==> config.mk <==
export PLATFORM = sky130hd
export DESIGN_NAME = feature_streamer_flat
export DESIGN_NICKNAME = d
export VERILOG_FILES = /design/src/rtl/gradient_map_pkg.sv /design/src/rtl/feature_streamer_if.sv /design/src/rtl/map_cell_scaler.sv /design/src/rtl/feature_streamer.sv /design/src/flat_wrapper.sv
export SDC_FILE = /design/constraint.sdc
export NUM_CORES = 1
export LEC_CHECK = 0
export ABC_AREA = 1
export CAP_MARGIN = 10
export CORE_ASPECT_RATIO = 1.25
export CORE_UTILIZATION = 54
export DETAILED_ROUTE_END_ITERATION = 12
export GPL_TIMING_DRIVEN = 1
export PLACE_DENSITY = 0.91
export SYNTH_ARGS = -nofsm -noshare
export SYNTH_HDL_FRONTEND = slang
export SYNTH_SLANG_ARGS = --single-unit
==> constraint.sdc <==
create_clock -name clk -period 2.2 [get_ports clk]
set_input_delay 0.44 -clock clk [delete_from_list [all_inputs] [get_ports clk]]
set_output_delay 0.44 -clock clk [all_outputs]
set_load 0.01 [all_outputs]
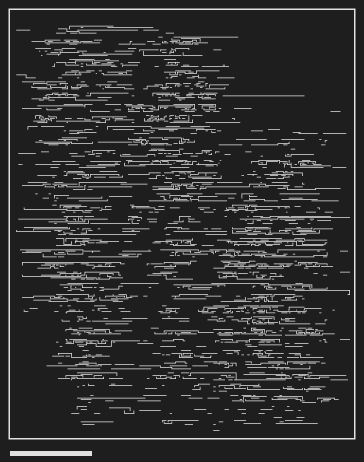
*Metal 1, run 1*
Scale bar: 20 µm.
share of all routed wire: 41%
main direction: horizontal
nets with wire on the layer: 576
GR Util met1: 29.2%
via count of the routed design: 3,900
final wirelength: 9820 µm

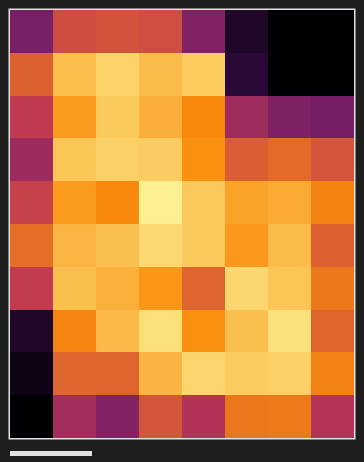
*Cell density map, run 1*
Scale bar: 20 µm. 8 x 10 tiles, from black (low) to pale yellow (high), 0 to 100% covered.
fullest tile: 97%
nearly empty tiles: 6.2%
mean over tiles: 64%
densest ninth of the die: middle
starting utilization of the core area: 56.7%
total core area: 0.00793 mm²

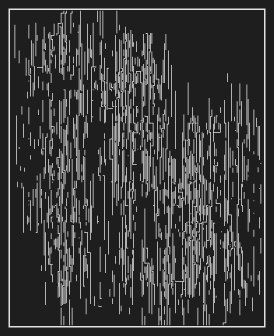
*M2 wires, run 1*
nets with wire on the layer: 567
wire length on this layer: 5,040 µm
share of all routed wire: 51%
longest straight run: 30.6 µm
M2 GR Usage: 39.7%

==> notes.md, run 1 <==
Implementation results are summarized by area below.

Worst setup path
The worst setup path is captured at a flip-flop. The slack of the worst reg-to-reg path is approximately 0.27 ns. The largest fanout of any net on the critical path is 2. For reference, the critical path cell chain is clkdlybuf4s50_1 -> inv_1 -> ha_1 -> fa_1 -> inv_1 -> nand3_1 -> nand2_1 -> a21oi_1 -> or2_2 -> a31oi_1.

The cell that appears most often on the critical path is inv_1. The worst setup path is of the in -> reg kind. The largest delay contributor family on the critical path is buffers and inverters. The data required time at the worst endpoint is approximately 2.5 ns.

The total number of cells along the worst setup path is 10.

GRT
Recorded from the global router log, the overflow total was 0. met2 is the most crowded layer. The number of global-route vias before repair is about 3,800. The wire length of the first global-routing pass is roughly 17,000 µm. The largest net degree at the start of global routing is ~62.

The initial antenna violation count is 0.

Finish
The final report gives the core utilization as 71.5%. The share of final-layout standard cells stronger than drive strength 1 is 9.52%. The flip-flop count of the largest register, all copies and words added is 20.

The antenna diode count is 0. From synthesis to final layout, the design area changed by 26.0%. The number of nets in the final layout is around 660.

Clock tree
After clock tree synthesis, the clock-pin slew on the worst setup and hold paths is approximately 0.09 ns. The source-to-sink clock delay at the later pin of the worst-skew pair is between 0.3 and 0.4 ns. In this run, CTS created clock tree buffers numbering 9. The longest clock path from root to sink contains 2 buffers.

TritonCTS built the clock tree.

Synth
The proportion of synthesized chip area in sequential cells is between 40% and 50%. The number of warnings reported in the yosys synthesis log is 0. The share of synthesized area in the top cell type comes to approximately 48%. The mean area per synthesized cell is ~8.4 µm². Counting every instance in the synthesized netlist gives 538. The post-synth area from yosys stat is roughly 0.0045 mm².

The combined area of all synthesized cells is between 0.004 and 0.005 mm². The main area contributors are dfrtp_1 (48%), nand2_1 (11%), inv_1 (5.8%). The net count after synthesis is about 570.

Timing
For reference, the final report shows the hold violation count at 0. The final worst-path cycle share is about 90%. The transition at the pin with the smallest max-transition slack is about 0.42 ns. The max-slew headroom at the worst pin is roughly 70%. The last timing report of the flow puts the setup violation total at 0. Across all hold checks on the routed design, the worst slack comes to between 0.4 and 0.5 ns.

Timing would allow up to between 500 and 600 MHz. The final tally of max-slew violations is 0. Setup repair after global routing left no endpoint under its margin.

Route
The routed wirelength normalized by instance count is ~14 µm. The first-pass iteration count of the detailed router is 4. The post-detailed-route count of antenna-violating nets is 0.

The violation tally recorded at the end of detailed-routing iteration 0 is 253.

Die
According to the floorplan report, the total die area is ~0.0087 mm². The die height is approximately 100 µm.

Status
The run finished with clean final reports.

Flow run
Across all stage logs, warnings added up to 29.

Pwr
The power per unit of standard cell area is 672 mW/mm². The power report puts the leakage power at roughly 2.6 nW.

Placement
Input and output buffers added on the ports amount to 68.

Hold path
The worst hold path cell count is 1.
[run 1: Yosys cell counts, drive strengths merged]
master    n
buf       3
o21a      3
nand3    36
nor4      3
nand2   134
a21o      3
or2       3
a31oi     6
nor3b     3
nand4    11
nand3b    3
ha       18
dfrtp    87
o21ai    39
a211oi    1
nor2     53
fa        1
inv      69
clkbuf    8
o21bai    3
xor2     14
nor3     17
xnor2     3
a21oi    17
[run 1: timing repair]
item	CTS	global route
endpoints found under the setup margin	0	3
hold buffers	1	0
resized	0	4
setup buffers	0	0
hold endpoints to repair	26	0
[run 1: metal layers]
layer | vias up | part of all wire [%] | wire [µm]
li1 | 1915 | - | -
met1 | 1838 | 41 | 4060
met2 | 123 | 51 | 5040
met3 | 24 | 4.7 | 465
met4 | 0 | 2.6 | 253
met5 | - | 0 | 0
[run 1: cells by family (layout without fill, tap and decap cells)]
family                   Yosys count  count (layout)  synth area share, %
XOR/XNOR                          17              17                 3.31
AND/OR/NAND/NOR                  263             263                 26.4
flip-flops                        87              87                 48.4
buffers and inverters             80             172                 6.90
adder cells (fa/ha/maj)           19              19                 5.45
AND-OR/OR-AND                     72              72                 9.49
[run 1: stage by stage]
step / setup WS, ns / std cells / power [W] / instance area [µm²] / TNS, ns
global placement: -0.0834 / 708 / 0.00242 / 5390 / -0.126
finish: 0.225 / 725 / 0.00381 / 5670 / 0
CTS: 0.223 / 725 / 0.00385 / 5660 / 0
detailed placement: -0.116 / 708 / 0.00245 / 5390 / -0.309
floorplan: 0.372 / 538 / 0.00210 / 4500 / 0
global route: 0.0199 / 725 / 0.00397 / 5670 / 0
[run 1: cell usage in the layout (no fill, tap or decap), types with 2 or more instances in the layout]
cell type / count
nor3_1: 17
nor2_4: 2
nand2_1: 131
buf_4: 18
ha_1: 18
nor2_2: 2
clkbuf_8: 11
clkdlybuf4s50_1: 67
dfrtp_1: 85
inv_1: 69
nand3b_1: 3
xor2_1: 14
nor2_1: 49
a21o_1: 3
nand3_1: 33
o21bai_1: 3
or2_2: 3
nand2_4: 3
dfrtp_2: 2
a21oi_1: 17
o21ai_2: 9
nand3_2: 2
o21ai_0: 22
a31oi_1: 6
o21ai_1: 8
nor4_1: 3
bufinv_16: 3
nand4_1: 10
nor3b_1: 3
o21a_1: 3
xnor2_1: 3
[run 1: report_power, final]
part / switching (W) / total (W) / internal (W)
Combinational: 0.000318 / 0.000652 / 0.000333
Clock: 0.000564 / 0.00138 / 0.000817
Sequential: 0.0000883 / 0.00178 / 0.00169
[run 1: layout make-up]
class / instances / area (µm²)
well taps: 95 / 119
clock buffers: 11 / 151
inverters: 69 / 259
multi-input cells: 371 / 2020
fillers: 585 / 2260
flip-flops and latches: 87 / 2180
repair buffers: 87 / 836
clock inverters: 5 / 104
==> run 2, diff against run 1 <==
HOLD_SLACK_MARGIN = 0.1   (was not set)
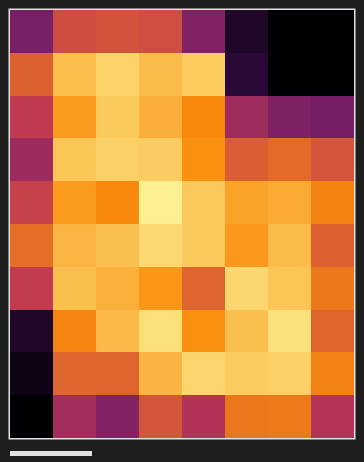
*Cell density map, run 2*
Scale bar: 20 µm. 8 x 10 tiles, from black (low) to pale yellow (high), 0 to 100% covered.
densest ninth of the die: middle
tiles over 75% full: 45%
fullest tile: 97%
utilization after layout: 71.5%

==> run 2 against run 1 <==
Combinational power hardly changed. Final area stayed put. Die area stayed put. Core utilization stayed put. Register-to-register slack hardly changed. Synthesized cell count stayed put. Cell count stayed put. Setup slack stayed put. Fmax stayed put. Critical endpoint unchanged. Largest cell class unchanged.
==> notes.md, run 2 <==
Implementation results are summarized by area below.

Synth
The complex-gate fraction of the synthesized area is 9.49% (unchanged). The share of cell area taken by muxes after synthesis is 0% (unchanged). The combined area of all synthesized cells is 0.00450 mm² (unchanged). The number of synthesized flops with an enable pin came to 0 (unchanged). Ranked by instance count, the synthesized netlist is headed by nand2_1 (131), dfrtp_1 (87), inv_1 (69). The post-synthesis share of cell area spent on full adders, half adders and majority gates came to 5.45% (unchanged). The area fraction in and, or, nand and nor cells after synthesis is 26.4% (unchanged).

The most popular library cell in the synthesized design by count is nand2_1. The synthesized instance count is 538 (unchanged).

Worst setup path
The worst setup path is captured at a flip-flop. The slack of the worst reg-to-reg path is 0.27 ns (about the same). The dominant cell type by count on the critical path is inv_1. The data required time at the worst endpoint is 2.48 ns (about the same). The largest fanout of any net on the critical path came to 2 (unchanged). The cell sequence reported for the critical path is clkdlybuf4s50_1 -> inv_1 -> ha_1 -> fa_1 -> inv_1 -> nand3_1 -> nand2_1 -> a21oi_1 -> or2_2 -> a31oi_1.

GRT
The largest net degree at the start of global routing is 62 (unchanged). The initial antenna violation count is 0 (unchanged). The total congestion overflow after global routing came to 0 (unchanged).

Placement
The post-placement setup slack is -0.116 ns (unchanged).

Finish
The share of final-layout standard cells stronger than drive strength 1 is 9.52% (unchanged). The antenna diode count is 0 (unchanged). Per the cell usage report, the commonest logic cells after layout are nand2_1 (131), dfrtp_1 (85), inv_1 (69), clkdlybuf4s50_1 (67), nor2_1 (49).

The flip-flop count of the largest register, all copies and words added came to 20 (unchanged).

Die
The placeable core area is 0.00793 mm² (unchanged). The initial core utilization is 56.7% (unchanged).

Clock tree
The clock-pin slew on the worst setup and hold paths is 0.09 ns (about the same). The number of buffers created by CTS came to 9 (unchanged). The TritonCTS clock tree is yes.

Route
The routed wire length came to 9820 µm (unchanged). The routed wirelength normalized by instance count is 13.5 µm (unchanged). The count of routing violations after the opening detailed-route iteration came to 253 (unchanged). The routed length on met3 is 465 µm (unchanged). The met1 wire length is 4060 µm (unchanged).

Timing
The number of hold-slack violations in the final timing report is 0 (unchanged). The max-slew headroom at the worst pin is 71.9% (unchanged). The maximum achievable frequency is 506 MHz (unchanged). The final count of negative-setup-slack endpoints was 0 (unchanged). The minimum setup slack in the final design is 0.225 ns (unchanged). The transition at the pin with the smallest max-transition slack is 0.421 ns (unchanged). The final worst-path cycle share came to 89.8% (unchanged). Setup repair after global routing left no endpoint under its margin.

Pwr
The power per unit of standard cell area is 672 mW/mm² (unchanged).

Status
The flow ran to the end, and the final reports show no timing, DRC or antenna violations.
## run 2: cell counts in the layout (fill, tap and decap cells not counted)
No cell type changed its count.
## run 2: layout make-up
class / count / area, µm² / area share (%)
multi-input combinational: 371 / 2020 / 35.6
clock buffer: 11 / 151 / 2.67
clock inverter: 5 / 104 / 1.83
tap: 95 / 119 / 2.10
inverter: 69 / 259 / 4.57
sequential: 87 / 2180 / 38.5
timing repair buffer: 87 / 836 / 14.7
## run 2: per-stage QoR
stage          area, µm²  total power, W  util [%]  setup TNS, ns
6_report            5670         0.00381      71.5              0
5_1_grt             5670         0.00397      71.5              0
4_1_cts             5660         0.00385      71.3              0
3_5_place_dp        5390         0.00245      68.0         -0.309
3_3_place_gp        5390         0.00242      68.0         -0.126
2_1_floorplan       4500         0.00210         -              0
## run 2: logic make-up after synthesis
family / Yosys count
AND/OR/NAND/NOR: 263
flip-flops: 87
buffers and inverters: 80
AND-OR/OR-AND: 72
adder cells (fa/ha/maj): 19
XOR/XNOR: 17
## run 2: critical path, delay by kind of cell
family	cells	cell delay, ns
adder cells (fa/ha/maj)	2	0.57
AND-OR/OR-AND	2	0.21
buffers and inverters	3	0.59
AND/OR/NAND/NOR	3	0.45
## run 2: layer usage
layer | vias to the layer above | track usage (%)
met5 | - | 0
met4 | 0 | 12.8
met3 | 24 | 4.13
met2 | 123 | 39.7
met1 | 1838 | 29.2
li1 | 1915 | -
## run 2: timing repair
action / in CTS / in global routing
resized: 0 / 4
hold buffers: 1 / 0
endpoints found under the hold margin: 26 / 0
endpoints found under the setup margin: 0 / 3
## run 2: report_power, final
part	switching, W	internal, W
Clock	0.000564	0.000817
Sequential	0.0000883	0.00169
Combinational	0.000318	0.000333
Power is estimated from default activity; no workload was simulated.
